## src/rtl/vga_timing_gen.sv

```systemverilog
// Parametrised VGA raster timing generator: col/row counters with registered
// sync, blanking and strobe flags, frame counter and synchronous restart.
module vga_timing_gen #(
  parameter int H_ACTIVE  = 800,
  parameter int H_FP      = 56,
  parameter int H_SYNC    = 120,
  parameter int H_BP      = 64,
  parameter int V_ACTIVE  = 600,
  parameter int V_FP      = 37,
  parameter int V_SYNC    = 6,
  parameter int V_BP      = 23,
  parameter bit HSYNC_POL = 1'b0,
  parameter bit VSYNC_POL = 1'b0,
  parameter int COL_W     = 12,
  parameter int ROW_W     = 11,
  parameter int FRAME_W   = 16
) (
  input  logic               clock,
  input  logic               reset,
  input  logic               pix_en,
  input  logic               restart_req,
  output logic               restart_ack,
  output logic [COL_W-1:0]   col,
  output logic [ROW_W-1:0]   row,
  output logic               visible,
  output logic               hsync,
  output logic               vsync,
  output logic               vblank,
  output logic               line_start,
  output logic               frame_start,
  output logic [FRAME_W-1:0] frame_count
);

  localparam int H_TOTAL = H_ACTIVE + H_FP + H_SYNC + H_BP;
  localparam int V_TOTAL = V_ACTIVE + V_FP + V_SYNC + V_BP;

  localparam logic [COL_W-1:0] H_LAST   = COL_W'(H_TOTAL - 1);
  localparam logic [COL_W-1:0] H_ACT    = COL_W'(H_ACTIVE);
  localparam logic [COL_W-1:0] H_HS_BEG = COL_W'(H_ACTIVE + H_FP);
  localparam logic [COL_W-1:0] H_HS_END = COL_W'(H_ACTIVE + H_FP + H_SYNC - 1);
  localparam logic [ROW_W-1:0] V_LAST   = ROW_W'(V_TOTAL - 1);
  localparam logic [ROW_W-1:0] V_ACT    = ROW_W'(V_ACTIVE);
  localparam logic [ROW_W-1:0] V_VS_BEG = ROW_W'(V_ACTIVE + V_FP);
  localparam logic [ROW_W-1:0] V_VS_END = ROW_W'(V_ACTIVE + V_FP + V_SYNC - 1);

  if (H_ACTIVE < 1 || H_FP < 1 || H_SYNC < 1 || H_BP < 1 ||
      V_ACTIVE < 1 || V_FP < 1 || V_SYNC < 1 || V_BP < 1 ||
      longint'(H_TOTAL - 1) >= (64'sd1 <<< COL_W) ||
      longint'(V_TOTAL - 1) >= (64'sd1 <<< ROW_W) ||
      FRAME_W < 1) begin : g_param_err
    $error("vga_timing_gen: invalid timing or width parameters");
  end

  logic [COL_W-1:0]   r_col;
  logic [ROW_W-1:0]   r_row;
  logic [FRAME_W-1:0] r_frame_cnt;
  logic               r_ack, r_visible, r_hsync, r_vsync, r_vblank;
  logic               r_line_start, r_frame_start;

  logic [COL_W-1:0] w_col_nxt;
  logic [ROW_W-1:0] w_row_nxt;
  logic             w_frame_wrap;

  // Flags are computed from the next position so they land in the same
  // cycle as the col/row they describe.
  always_comb begin
    w_col_nxt    = r_col;
    w_row_nxt    = r_row;
    w_frame_wrap = 1'b0;
    if (restart_req) begin
      w_col_nxt = '0;
      w_row_nxt = '0;
    end else if (pix_en) begin
      if (r_col == H_LAST) begin
        w_col_nxt = '0;
        if (r_row == V_LAST) begin
          w_row_nxt    = '0;
          w_frame_wrap = 1'b1;
        end else begin
          w_row_nxt = r_row + 1'b1;
        end
      end else begin
        w_col_nxt = r_col + 1'b1;
      end
    end
  end

  always_ff @(posedge clock or posedge reset) begin
    if (reset) begin
      r_col         <= '0;
      r_row         <= '0;
      r_frame_cnt   <= '0;
      r_ack         <= 1'b0;
      r_visible     <= 1'b1;
      r_hsync       <= ~HSYNC_POL;
      r_vsync       <= ~VSYNC_POL;
      r_vblank      <= 1'b0;
      r_line_start  <= 1'b1;
      r_frame_start <= 1'b1;
    end else begin
      r_col         <= w_col_nxt;
      r_row         <= w_row_nxt;
      r_ack         <= restart_req;
      if (w_frame_wrap) r_frame_cnt <= r_frame_cnt + 1'b1;
      r_visible     <= (w_col_nxt < H_ACT) && (w_row_nxt < V_ACT);
      r_hsync       <= (w_col_nxt >= H_HS_BEG && w_col_nxt <= H_HS_END) ? HSYNC_POL : ~HSYNC_POL;
      r_vsync       <= (w_row_nxt >= V_VS_BEG && w_row_nxt <= V_VS_END) ? VSYNC_POL : ~VSYNC_POL;
      r_vblank      <= (w_row_nxt >= V_ACT);
      r_line_start  <= (w_col_nxt == '0);
      r_frame_start <= (w_col_nxt == '0) && (w_row_nxt == '0);
    end
  end

  assign col         = r_col;
  assign row         = r_row;
  assign frame_count = r_frame_cnt;
  assign restart_ack = r_ack;
  assign visible     = r_visible;
  assign hsync       = r_hsync;
  assign vsync       = r_vsync;
  assign vblank      = r_vblank;
  assign line_start  = r_line_start;
  assign frame_start = r_frame_start;

endmodule

```

## config.mk

```make
export PLATFORM = sky130hd
export DESIGN_NAME = vga_timing_gen
export DESIGN_NICKNAME = d
export VERILOG_FILES = /design/src/rtl/vga_timing_gen.sv
export SDC_FILE = /design/constraint.sdc
export NUM_CORES = 1
export LEC_CHECK = 0
export CAP_MARGIN = 15
export CORE_AREA = 3 3 100 102
export CTS_CLUSTER_DIAMETER = 40
export CTS_CLUSTER_SIZE = 16
export DETAILED_ROUTE_END_ITERATION = 10
export DIE_AREA = 0 0 103 105
export SLEW_MARGIN = 20
export SYNTH_ARGS = -nofsm -noshare
export SYNTH_HDL_FRONTEND = slang
export SYNTH_SLANG_ARGS = --single-unit
```

## constraint.sdc

```tcl
create_clock -name clock -period 2.7 [get_ports clock]
set_input_delay 0.27 -clock clock [delete_from_list [all_inputs] [get_ports clock]]
set_output_delay 0.27 -clock clock [all_outputs]
set_load 0.05 [all_outputs]
```

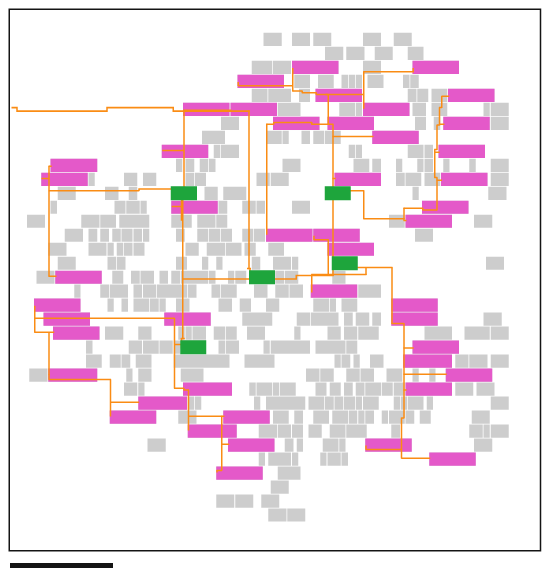
Figure 1: run 1, clock wires, drivers and flops.
The bar under the picture is 20 um long.
[cells driving clock nets] green | count: 5
[flip-flops] magenta | count: 46
[clock wires] orange | length: 634 um
routed clock nets	6

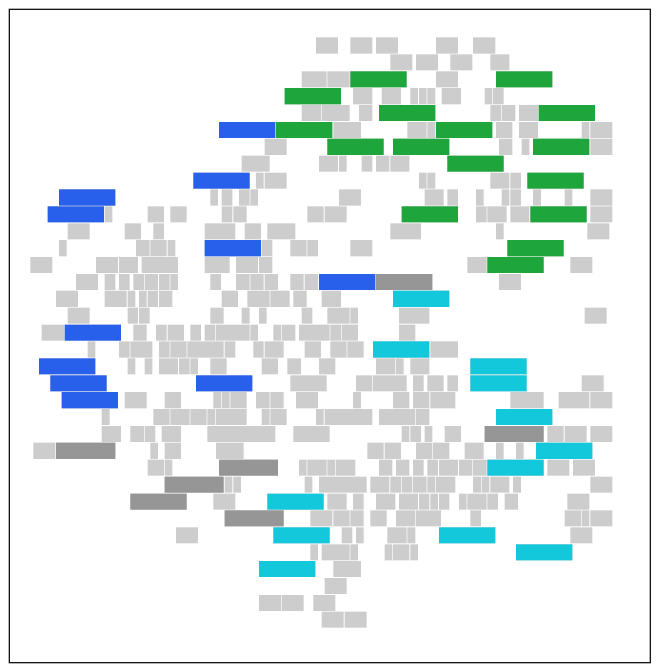
Figure 2: run 1, where the registers sit.
name in the netlist	colour	sequential cells
row	blue	11
frame_count	green	16
col	cyan	12
seq pwr: 712 uW
Finished Core Util: 0.390
Reg area: 0.00116 mm^2
fraction of area in registers: 0.323

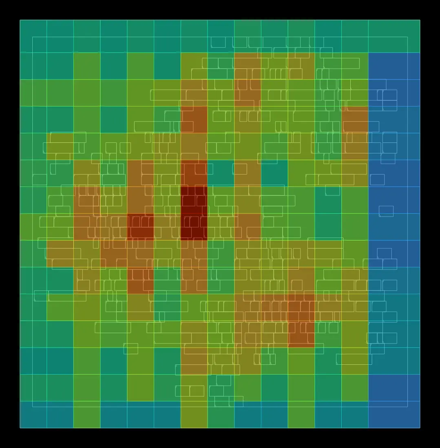
Figure 3: run 1, routing congestion map.
met3 usage: 0.0280
GRT Resource Usage Total: 0.133
WL per Instance: 15.2 um
GRT met2 Usage: 0.200
GR Util met1: 0.189

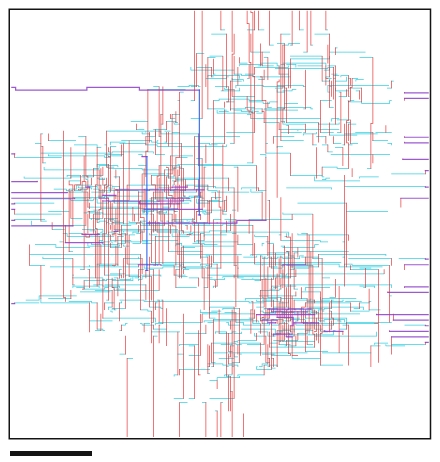
Figure 4: run 1, metal layers overlaid.
The bar under the picture is 20 um long.
layer	colour	wire length
met4	blue	58.5 um
met2	red	3230 um
met1	cyan	3300 um
met3	purple	399 um

run 1: sequential cells by signal, indices dropped and copies added, names as in the netlist:
signal	count
visible	1
col	12
frame_count	16
row	11
restart_ack	1
hsync	1
frame_start	1
vsync	1
vblank	1
line_start	1
run 1: cell usage in the layout, fill, tap and decap left out, drive strengths merged, types with 4 or more instances in the layout:
master          n
nor4b           4
nor3           17
xnor2          17
nor2           29
nand2          17
ha              4
o21ai          11
inv            20
or3             6
clkbuf          5
nand3          14
and3            4
a21oi           7
xor2            8
or4             4
nand4          12
o211ai          4
buf            22
clkdlybuf4s50  49
dfstp           5
dfrtp          41
run 1: critical path, stage by stage (launching register included):
cell	delay [ns]
dfrtp_1	0.47
or4_4	0.63
nor3_4	0.28
o21ai_1	0.12
a32oi_2	0.35
inv_2	0.07
nor4b_1	0.34
o2111ai_1	0.17
==> out/results.ini, run 1 <==
[status]
status=complete, no violations

[synth]
synth_flops=46
edf_count=0
yosys-stat-cells=280
synth_cell_types=65
logic_family=simple AND/OR/NAND/NOR gates
yosysSeqAreaShare=0.425
yosys.stat.chipArea_mm2=0.00272
synth_area_mm2=0.00272
top_cell=dfrtp_1
ys_top_cells_by_count=dfrtp_1 (41), nor2_1 (29), inv_1 (18)
ys.flop_type=dfrtp_1
ys_sh_xor=0.0804
synth_area_per_cell_um2=9.72
mux_share=0.0119
top_cell_area_share=0.377
yosys.area_share.simple=0.268
async_flop_share=1.00
fa_ha_area_frac=0.0184
synth_nets=288
largest_area_cell=dfrtp_1
area_leaders=dfrtp_1 (38%), xnor2_1 (5.5%), dfstp_2 (4.8%), nor2_1 (4.0%), nand3_1 (2.6%)
ys_sh_aoi=0.151

[routing]
routed_wl_mm=6.99
drtPass1Iterations=4
routed.top_layer=met4
met3_length_um=398
wl_met1_mm=3.30
drtIter0Drc=125
drc=0
antenna_left=0
avgViaCountPerCell=5.14

[power]
power.total_uw=1390
intPower_uw=1030
p_leak_uw=0.00153
p_per_area_mw_per_mm2=387
p_clk_frac=0.388
top_power_group=registers
peakVddDrop_mv=0.160
switching_share=0.256
comb-power_uw=138
pwr-share-seq=0.513
clk-power_uw=538

[clock_network]
cts_root_buf=clkbuf_8
clockBufferDepth=2
cts_setup_buffers=0
cts_tree=done
numCtsBuffers=5
holdBufCountCts=0
htree_levels=2
clk_latency_ns=0.31
ctsResizeCount=0
clk_pin_slew_worst_paths_ns=0.10
cts_num_sinks=46

[place]
dp.cells=453
port_buffers=49
dpl.hpwl_mm=5.26
place_area_mm2=0.00347
gp_congestion=0.885
dp_worst_setup_slack_ns=0.0248

[cells_and_area]
final-clk-cell-share=0.0328
instances_no_fill=461
comb_share=0.403
dominant_cells=multi-input combinational cells
finish.instance_area_mm2=0.00358
final.signal_inverter_count=19
areaGrowthSynthToFinish_pct=31.6
fill_cells=936
comb_cells=206
buffer_area_frac=0.183
drive_gt1_frac=0.177
layout.nets=357
antennaDiodeCount=0
flops=46
combGateArea_mm2=0.00144

[setup_path]
ff2ff_setup_slack_ns=0.19
regToRegStartpoint=col[5]
r2r.worst_path.cells=7
critPathMaxFanout=7
required_ns=2.91
reg2reg_to=vsync
cp.arrival_ns=2.73
endpoint_kind=flip-flop
path_class=reg2reg
start_kind=flip-flop
endpoint=vsync

[floorplanning]
die-area_mm2=0.0108
initCoreUtil=0.296
num_io_pins=50
rows=35
core_area_mm2=0.00920
num_tap_cells=111
fp.dieH_um=105
die_w_um=103

[timing]
rsz0062_at_grt=no
setup_viol=0
timing.fmax_ghz=0.398
holdWs_ns=0.435
maxSlewHeadroom=0.610
worst_pin_slew_ns=0.585
finalClockPeriodUsage=0.931
hold_violations=0
fin_ws_ns=0.186
fin_skew_ns=0.0119

[grt]
grt_pass1_wl_mm=11.4
grt_max_degree=47
antenna_found_initial=0
grt_overflow=0
top_usage_layer=met2
grt_pass1_vias=2207

[job]
drv_cap=0
log.warning_count=27

[worst_hold_path]
hold_path.class=in2async

==> run 1 -> run 2 <==
Settings changed: CAP_MARGIN 15 to not set.
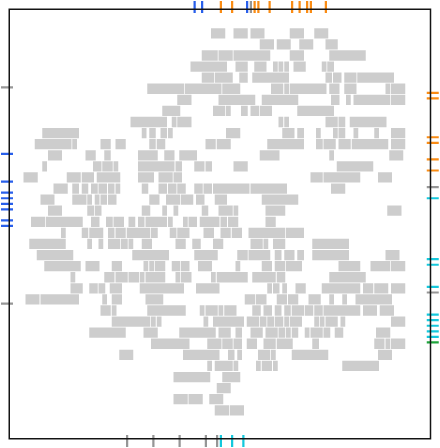
Figure 5: run 2, pin placement.
Pins as bars across the die edge, other pins in grey.
port	colour	pins	direction	edge
frame_count	orange	16	output	10 top, 6 right
col	cyan	12	output	9 right, 3 bottom
row	blue	11	output	8 left, 3 top
reset	green	1	input	right
all pins by edge	18 right, 14 top, 10 left, 8 bottom
Die X: 103 um
port buffer count: 49
die height: 105 um

==> run 2 against run 1 <==
Effect of this change:
- clock power about the same
- highest routed layer unchanged
- non-clock buffer count stayed put
- area after synthesis is the same
- critical endpoint unchanged
- cell area unchanged
- critical path depth did not move
- combinational power about the same
- power unchanged
- clock-buffer cell count unchanged
- global-route usage stayed put
- clock skew unchanged
- largest cell class unchanged
- cell count unchanged
==> out/results.ini, run 2 <==
[status]
status=complete, no violations

[cells_and_area]
finish.instance_area_mm2=0.00358
antennaDiodeCount=0
drive_gt1_frac=0.177
layout.nets=357
instances_no_fill=461
largest_reg_flops=16
layout.cells.most_common=clkdlybuf4s50_1
areaGrowthSynthToFinish_pct=31.6

[clock_network]
cts_setup_buffers=0
holdBufCountCts=0
clockBufferDepth=2
numCtsBuffers=5
cts_root_buf=clkbuf_8
cts_tree=done
cts_num_sinks=46
ctsResizeCount=0

[power]
p_leak_uw=0.00153
p_per_area_mw_per_mm2=387
comb-power_uw=138
switching_share=0.256
seq_power_uw=712
top_power_group=registers
power.total_uw=1390
intPower_uw=1030
pwr-share-seq=0.513

[grt]
grt_pass1_wl_mm=11.4
met1_usage=0.189
met2_usage=0.200
grt_max_degree=47
antenna_found_initial=0
grt_pass1_vias=2207
grt_overflow=0

[timing]
setup_viol=0
hold_violations=0
worst_pin_slew_ns=0.585
finalClockPeriodUsage=0.931
holdWs_ns=0.435
timing.fmax_ghz=0.398
fin_ws_ns=0.186
maxSlewHeadroom=0.610

[floorplanning]
num_io_pins=50
core_area_mm2=0.00920
initCoreUtil=0.296
die-area_mm2=0.0108

[synth]
synth_area_mm2=0.00272
synth_cell_types=65
top_cell_area_share=0.377
ys_top_cells_by_count=dfrtp_1 (41), nor2_1 (29), inv_1 (18)
edf_count=0
yosysSeqAreaShare=0.425
ys.flop_type=dfrtp_1
synth_flops=46
ys_sh_aoi=0.151
yosys.area_share.simple=0.268
ys_sh_xor=0.0804
logic_family=simple AND/OR/NAND/NOR gates
async_flop_share=1.00
fa_ha_area_frac=0.0184
yosys-stat-cells=280

[job]
drv_cap=0

[routing]
drtPass1Iterations=4
antenna_left=0
met3_length_um=398
wl_met1_mm=3.30
wl_per_cell_um=15.2
drc=0
routed_wl_mm=6.99

[setup_path]
cp.arrival_ns=2.73
regToRegStartpoint=col[5]
reg2reg_to=vsync
critPathMaxFanout=7
cp_cell_sequence=or4_4, nor3_4, o21ai_1, a32oi_2, inv_2, nor4b_1, o2111ai_1
cp_slowest_stage_delay_ns=0.63
crit_slowest_cell=or4_4
start_kind=flip-flop
required_ns=2.91
cpLargestDelayFamily=simple AND/OR/NAND/NOR gates

[place]
dpl.hpwl_mm=5.26
dp_worst_setup_slack_ns=0.0248

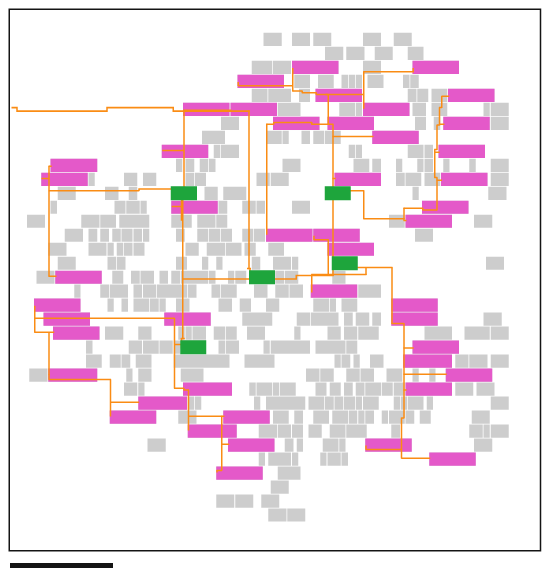
Figure 6: run 2, clock wires, drivers and flops.
The bar under the picture is 20 um long.
[cells driving clock nets] green | count: 5
[clock wires] orange | length: 634 um
[flip-flops] magenta | count: 46
routed clock nets	6
Clock group: 538 uW
Latency at later pin: 0.31 ns
Clock power frac: 0.388
clock skew: 0.0119 ns

run 2: cell counts after synthesis:
No cell type changed its count.
run 2: layout make-up:
class	count	area, um^2
Clock inverter	3	48.8
Clock buffer	5	68.8
Tap cell	111	139
Sequential cell	46	1160
Fill cell	936	5610
Timing Repair Buffer	71	656
Inverter	19	71.3
Multi-Input combinational cell	206	1440
run 2: worst max-delay path by stage:
| stage | to | start | cells past startpoint |
|---|---|---|---|
| final | vsync | col[5] | 7 |
| after global routing | vsync | row[1] | 9 |
| after CTS | vsync | col[5] | 7 |
| after detailed placement | hsync | pix_en | 8 |
| after global placement | vsync | pix_en | 9 |
| after floorplan | hsync | col[1] | 7 |
No activity file was given, so power comes from the tool's default toggle rates.
